## src/rtl/muldiv_unit_if.sv

```systemverilog
// Request/write-back bundle between the core and the iterative mul/div unit.
// master: core side (drives the request, sees status and the write port).
// slave : muldiv_unit side.
interface muldiv_unit_if #(
    parameter int DATA_BUS_WIDTH = 32,
    parameter int NUM_OF_SETS    = 32
);
    localparam int AW = $clog2(NUM_OF_SETS);

    logic                      start;
    logic [2:0]                op;
    logic [DATA_BUS_WIDTH-1:0] rs1_data;
    logic [DATA_BUS_WIDTH-1:0] rs2_data;
    logic [AW-1:0]             rd_in;
    logic                      busy;
    logic                      done;
    logic                      wr_enable;
    logic [AW-1:0]             wr_addr;
    logic [DATA_BUS_WIDTH-1:0] wr_data;

    modport master (
        output start, op, rs1_data, rs2_data, rd_in,
        input  busy, done, wr_enable, wr_addr, wr_data
    );

    modport slave (
        input  start, op, rs1_data, rs2_data, rd_in,
        output busy, done, wr_enable, wr_addr, wr_data
    );
endinterface

```

## src/rtl/muldiv_unit.sv

```systemverilog
// Iterative RV32M multiply/divide unit. One radix-2 step per clock on operand
// magnitudes, followed by one sign-correction cycle, then a single-cycle write
// pulse onto the register-file write port. rst is asynchronous, active-low.
//
// Optional feature macro: MULDIV_EARLY_OUT_EN
//   When defined, divide-by-zero and multiplies with a zero operand skip the
//   iteration and go straight from IDLE to DONE with the same result.
//
// state | meaning
// ------+------------------------------------------------------------
// IDLE  | waiting for start; operands sampled on the accept edge
// CALC  | W shift-add / restoring-divide steps, then sign correction
// DONE  | wr_data valid, done pulses, write strobe unless rd == x0
module muldiv_unit #(
    parameter int DATA_BUS_WIDTH = 32,
    parameter int NUM_OF_SETS    = 32
) (
    input  logic          clk,
    input  logic          rst,
    muldiv_unit_if.slave  bus
);
    localparam int W  = DATA_BUS_WIDTH;
    localparam int AW = $clog2(NUM_OF_SETS);
    localparam int CW = $clog2(W + 1);

    localparam logic [2:0] OP_MUL    = 3'b000;
    localparam logic [2:0] OP_MULH   = 3'b001;
    localparam logic [2:0] OP_MULHSU = 3'b010;
    localparam logic [2:0] OP_DIV    = 3'b100;
    localparam logic [2:0] OP_REM    = 3'b110;

    typedef enum logic [1:0] {
        S_IDLE = 2'd0,
        S_CALC = 2'd1,
        S_DONE = 2'd2
    } state_t;

    state_t          state_q, state_d;
    logic [2:0]      op_q;
    logic [AW-1:0]   addr_q;
    logic [W-1:0]    data_q;
    logic [W-1:0]    hi_q;
    logic [W-1:0]    lo_q;
    logic [W-1:0]    b_q;
    logic            neg_q;
    logic [CW-1:0]   cnt_q;

    // request decode
    logic            is_div_in;
    logic            a_signed_in, b_signed_in;
    logic            a_sgn_in, b_sgn_in;
    logic            b_zero_in;
    logic            neg_in;
    logic [W-1:0]    a_mag_in, b_mag_in;
    logic            early_in;
    logic [W-1:0]    early_res;

    // iteration datapath
    logic [W:0]      mul_sum;
    logic [W:0]      div_shift;
    logic [W:0]      div_diff;
    logic            div_ok;
    logic [W-1:0]    hi_nx, lo_nx;
    logic [2*W-1:0]  prod_fix;
    logic [W-1:0]    quo_fix, rem_fix;
    logic [W-1:0]    final_res;

    assign is_div_in   = bus.op[2];
    assign a_signed_in = (bus.op == OP_MULH) || (bus.op == OP_MULHSU) ||
                         (bus.op == OP_DIV)  || (bus.op == OP_REM);
    assign b_signed_in = (bus.op == OP_MULH) || (bus.op == OP_DIV) || (bus.op == OP_REM);
    assign a_sgn_in    = a_signed_in & bus.rs1_data[W-1];
    assign b_sgn_in    = b_signed_in & bus.rs2_data[W-1];
    assign a_mag_in    = a_sgn_in ? -bus.rs1_data : bus.rs1_data;
    assign b_mag_in    = b_sgn_in ? -bus.rs2_data : bus.rs2_data;
    assign b_zero_in   = (bus.rs2_data == '0);

    // Result sign. A zero divisor keeps the quotient at all ones, so its
    // negation is suppressed; the remainder always follows the dividend.
    always_comb begin
        neg_in = 1'b0;
        case (bus.op)
            OP_MULH:   neg_in = a_sgn_in ^ b_sgn_in;
            OP_MULHSU: neg_in = a_sgn_in;
            OP_DIV:    neg_in = (a_sgn_in ^ b_sgn_in) & ~b_zero_in;
            OP_REM:    neg_in = a_sgn_in;
            default:   neg_in = 1'b0;
        endcase
    end

`ifdef MULDIV_EARLY_OUT_EN
    logic a_zero_in;
    assign a_zero_in = (bus.rs1_data == '0);
    assign early_in  = is_div_in ? b_zero_in : (a_zero_in | b_zero_in);
    assign early_res = is_div_in ? (bus.op[1] ? bus.rs1_data : '1) : '0;
`else
    assign early_in  = 1'b0;
    assign early_res = '0;
`endif

    // Multiply: {hi,lo} is the 2W product; lo starts as the multiplier and
    // shifts out one bit per step while the carry-extended sum shifts in.
    assign mul_sum   = {1'b0, hi_q} + (lo_q[0] ? {1'b0, b_q} : '0);

    // Restoring divide: hi is the partial remainder, lo the dividend that
    // turns into the quotient. A borrow shows up in bit W of the difference.
    assign div_shift = {hi_q, lo_q[W-1]};
    assign div_diff  = div_shift - {1'b0, b_q};
    assign div_ok    = ~div_diff[W];

    // Next value of the shared hi/lo pair for the op in flight.
    always_comb begin
        hi_nx = mul_sum[W:1];
        lo_nx = {mul_sum[0], lo_q[W-1:1]};
        if (op_q[2]) begin
            hi_nx = div_ok ? div_diff[W-1:0] : div_shift[W-1:0];
            lo_nx = {lo_q[W-2:0], div_ok};
        end
    end

    assign prod_fix = neg_q ? -{hi_q, lo_q} : {hi_q, lo_q};
    assign quo_fix  = neg_q ? -lo_q : lo_q;
    assign rem_fix  = neg_q ? -hi_q : hi_q;

    // Pick the architectural result once the iteration has finished.
    always_comb begin
        final_res = prod_fix[2*W-1:W];
        if (op_q[2]) begin
            final_res = op_q[1] ? rem_fix : quo_fix;
        end else if (op_q == OP_MUL) begin
            final_res = prod_fix[W-1:0];
        end
    end

    // State register.
    always_ff @(posedge clk or negedge rst) begin
        if (!rst) begin
            state_q <= S_IDLE;
        end else begin
            state_q <= state_d;
        end
    end

    // Next-state logic; start is only looked at in IDLE.
    always_comb begin
        state_d = state_q;
        case (state_q)
            S_IDLE: begin
                if (bus.start) begin
                    state_d = early_in ? S_DONE : S_CALC;
                end
            end
            S_CALC: begin
                if (cnt_q == CW'(W)) begin
                    state_d = S_DONE;
                end
            end
            S_DONE:  state_d = S_IDLE;
            default: state_d = S_IDLE;
        endcase
    end

    // Operand capture, iteration steps and the final registered result.
    always_ff @(posedge clk or negedge rst) begin
        if (!rst) begin
            op_q   <= '0;
            addr_q <= '0;
            data_q <= '0;
            hi_q   <= '0;
            lo_q   <= '0;
            b_q    <= '0;
            neg_q  <= 1'b0;
            cnt_q  <= '0;
        end else begin
            case (state_q)
                S_IDLE: begin
                    if (bus.start) begin
                        op_q   <= bus.op;
                        addr_q <= bus.rd_in;
                        neg_q  <= neg_in;
                        cnt_q  <= '0;
                        hi_q   <= '0;
                        lo_q   <= is_div_in ? a_mag_in : b_mag_in;
                        b_q    <= is_div_in ? b_mag_in : a_mag_in;
                        if (early_in) begin
                            data_q <= early_res;
                        end
                    end
                end
                S_CALC: begin
                    if (cnt_q != CW'(W)) begin
                        hi_q  <= hi_nx;
                        lo_q  <= lo_nx;
                        cnt_q <= cnt_q + CW'(1);
                    end else begin
                        data_q <= final_res;
                    end
                end
                default: ;
            endcase
        end
    end

    assign bus.busy      = (state_q != S_IDLE);
    assign bus.done      = (state_q == S_DONE);
    assign bus.wr_enable = (state_q == S_DONE) && (addr_q != '0);
    assign bus.wr_addr   = addr_q;
    assign bus.wr_data   = data_q;
endmodule

```

## src/flat_wrapper.sv

```systemverilog
// flat-port wrapper written by rule: the top's interface ports become plain ports
module muldiv_unit_flat 
#(
    parameter int DATA_BUS_WIDTH = 32,
    parameter int NUM_OF_SETS    = 32
)
  (clk, rst, bus_start, bus_op, bus_rs1_data, bus_rs2_data, bus_rd_in, bus_busy, bus_done, bus_wr_enable, bus_wr_addr, bus_wr_data);
  muldiv_unit_if #(.DATA_BUS_WIDTH(DATA_BUS_WIDTH), .NUM_OF_SETS(NUM_OF_SETS)) bus_i ();
  input  logic clk;
  input  logic rst;
  input wire logic [$bits(bus_i.start)-1:0] bus_start;
  input wire logic [$bits(bus_i.op)-1:0] bus_op;
  input wire logic [$bits(bus_i.rs1_data)-1:0] bus_rs1_data;
  input wire logic [$bits(bus_i.rs2_data)-1:0] bus_rs2_data;
  input wire logic [$bits(bus_i.rd_in)-1:0] bus_rd_in;
  output wire logic [$bits(bus_i.busy)-1:0] bus_busy;
  output wire logic [$bits(bus_i.done)-1:0] bus_done;
  output wire logic [$bits(bus_i.wr_enable)-1:0] bus_wr_enable;
  output wire logic [$bits(bus_i.wr_addr)-1:0] bus_wr_addr;
  output wire logic [$bits(bus_i.wr_data)-1:0] bus_wr_data;
  assign bus_i.start = bus_start;
  assign bus_i.op = bus_op;
  assign bus_i.rs1_data = bus_rs1_data;
  assign bus_i.rs2_data = bus_rs2_data;
  assign bus_i.rd_in = bus_rd_in;
  assign bus_busy = bus_i.busy;
  assign bus_done = bus_i.done;
  assign bus_wr_enable = bus_i.wr_enable;
  assign bus_wr_addr = bus_i.wr_addr;
  assign bus_wr_data = bus_i.wr_data;
  muldiv_unit #(.DATA_BUS_WIDTH(DATA_BUS_WIDTH), .NUM_OF_SETS(NUM_OF_SETS)) u_core (.clk(clk), .rst(rst), .bus(bus_i));
endmodule
```

## config.mk

```make
export PLATFORM = sky130hd
export DESIGN_NAME = muldiv_unit_flat
export DESIGN_NICKNAME = d
export VERILOG_FILES = /design/src/rtl/muldiv_unit_if.sv /design/src/rtl/muldiv_unit.sv /design/src/flat_wrapper.sv
export SDC_FILE = /design/constraint.sdc
export NUM_CORES = 1
export LEC_CHECK = 0
export ABC_AREA = 0
export ABC_CLOCK_PERIOD_IN_PS = 5300
export CAP_MARGIN = 20
export CORE_UTILIZATION = 28
export DETAILED_ROUTE_END_ITERATION = 8
export PLACE_DENSITY = 0.42
export SLEW_MARGIN = 30
export SYNTH_ARGS = -nofsm -noshare
export SYNTH_HDL_FRONTEND = slang
export SYNTH_SLANG_ARGS = --single-unit
```

## constraint.sdc

```tcl
create_clock -name clk -period 5.3 [get_ports clk]
set_input_delay 1.59 -clock clk [delete_from_list [all_inputs] [get_ports clk]]
set_output_delay 1.59 -clock clk [all_outputs]
set_load 0.005 [all_outputs]
```

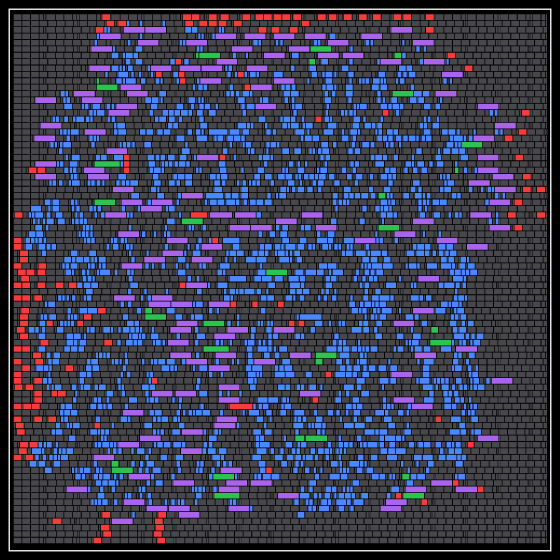
*Cells colored by class*
Fill, decap, tap and diode cells in gray.
| color | class | cells |
|---|---|---|
| red | other buffers and delay cells | 148 |
| purple | flip-flops | 145 |
| blue | all other logic | 1,676 |
| green | clock drivers and dummy loads | 32 |

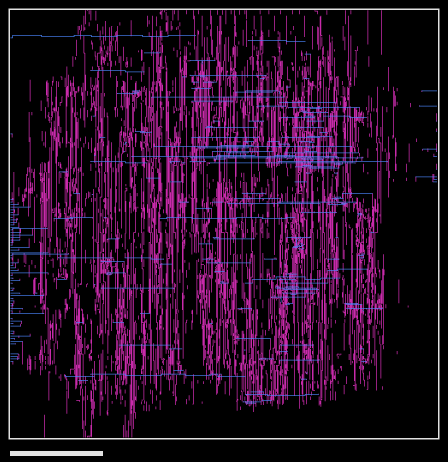
*Routed metal, one color a layer*
Scale bar: 50 µm. Two of the layers only.
| color | layer | wire length |
|---|---|---|
| blue | met3 | 2,970 µm |
| magenta | met2 | 26.3 mm |

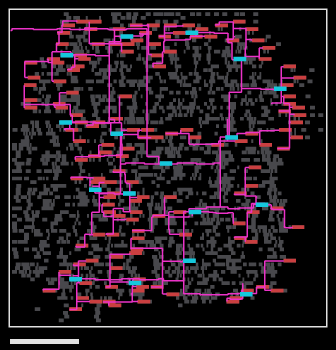
*Clock distribution*
Scale bar: 50 µm.
[magenta] clock wires | length: 2,840 µm
[cyan] cells driving clock nets | count: 17
[red] flip-flops | count: 145
routed clock nets: 18
Power Clock: 1.32 mW
final setup skew: 8.35 ps
clock share of power: 10.1%

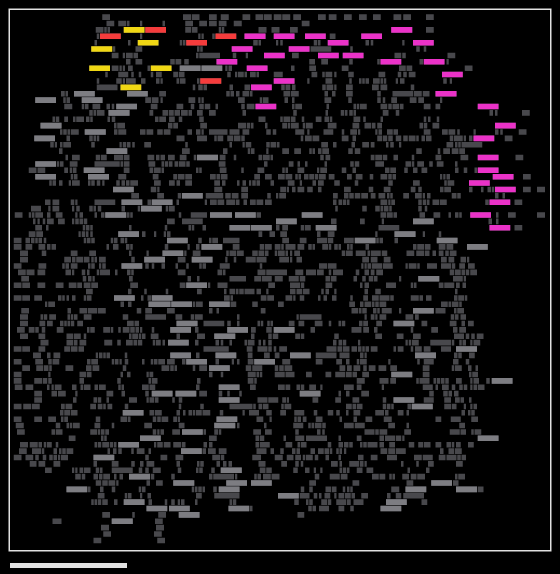
*Where the registers sit*
Scale bar: 50 µm.
| color | name in the netlist | flops |
|---|---|---|
| yellow | u_core.cnt_q | 6 |
| red | u_core.bus.wr_addr | 5 |
| magenta | u_core.bus.wr_data | 32 |
register share of the cell area: 21.4%
sequential power: 2.59 mW
final core occ: 33.1%
Sequential cell area: 3630 µm²

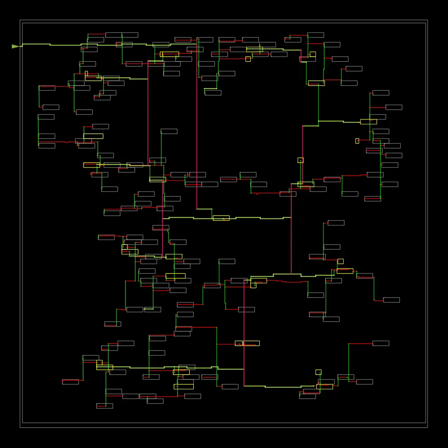
*The clock network*
layout clock buffer count: 19
Worst-Skew Late Latency: 500 ps
clk sink count: 145
registers: 145

==> impl_metrics.csv <==
group,metric,value,unit
global_route,grt_pass1_vias,14000,
route,drcViolationCount,0,
power,ir_drop,431,µV
logic_synthesis,ys_sh_aoi,26.4,%
power,p_sw,7.05,mW
status,outcome,"finished clean",
critical_path,worstPathRequired,5690,ps
logic_synthesis,yosysChipArea,14600,µm²
sta,hold_ws,477,ps
die,initial_core_util,28.4,%
critical_path,worstSetupPathType,"in2reg",
critical_path,worstReg2RegEnd,"u_core.hi_q[17]",
global_route,antenna_found_initial,0,
route,first_iter_violations,1235,
layout,mi_logic_area,10200,µm²
cts,cts.clk_slew.worst_paths,60,ps
global_route,grt_usage,22.5,%
power,p_per_area,769,nW/µm²
logic_synthesis,ff_type,"dfrtp_1",
route,top_layer,"met4",
power,powerComb,9.16,mW
die,dieHeight,230,µm
worst_hold_path,holdCritStartpoint,"u_core.bus.wr_data[2]",
placed_design,dp_hpwl,45300,µm
global_route,use_met3,4.15,%
job,maxCapViolCount,0,
global_route,grt.busiest_layer,"met2",
logic_synthesis,top_cell,"nand2_1",
layout,final-clk-cell-share,3.58,%
power,top_power_group,"combinational cells",
route,wl_met2,26300,µm
cts,htree_levels,4,
cts,ctsResizeCount,0,
layout,nFillCells,5478,
die,dieWidth,230,µm
logic_synthesis,ys_cells,1946,
layout,n_antenna_cell,0,
layout,nNonClkInverters,70,
sta,setup_tns,0,ps
logic_synthesis,synth_cell_types,78,
sta,period_needed,4230,ps
die,tap_cells,680,
cts,holdBufCountCts,0,
sta,timing.fmax,0.237,GHz
critical_path,cp.arrival,4620,ps
critical_path,critPathCaptureType,"register",
global_route,grt_max_degree,87,
layout,n_all_buffers,148,
placed_design,placedInstanceArea,16400,µm²
route,wl_per_cell,22.0,µm
cts,post_cts_buffers,0,
critical_path,crit_family,"simple AND/OR/NAND/NOR gates",
power,power_frac_seq,19.8,%
die,rows,83,
power,power,13.1,mW
power,p_sw_share,54.0,%
cts,clk_path_buf_depth,2,
logic_synthesis,synth_cells,1946,
sta,setup_viol,0,
logic_synthesis,floorplan.nets,2093,
power,intPower,6.02,mW
logic_synthesis,edf_count,0,
logic_synthesis,synth-simple-area-share,20.2,%
critical_path,crit_start,"bus_rs1_data[20]",
Power is estimated from default activity; no workload was simulated.
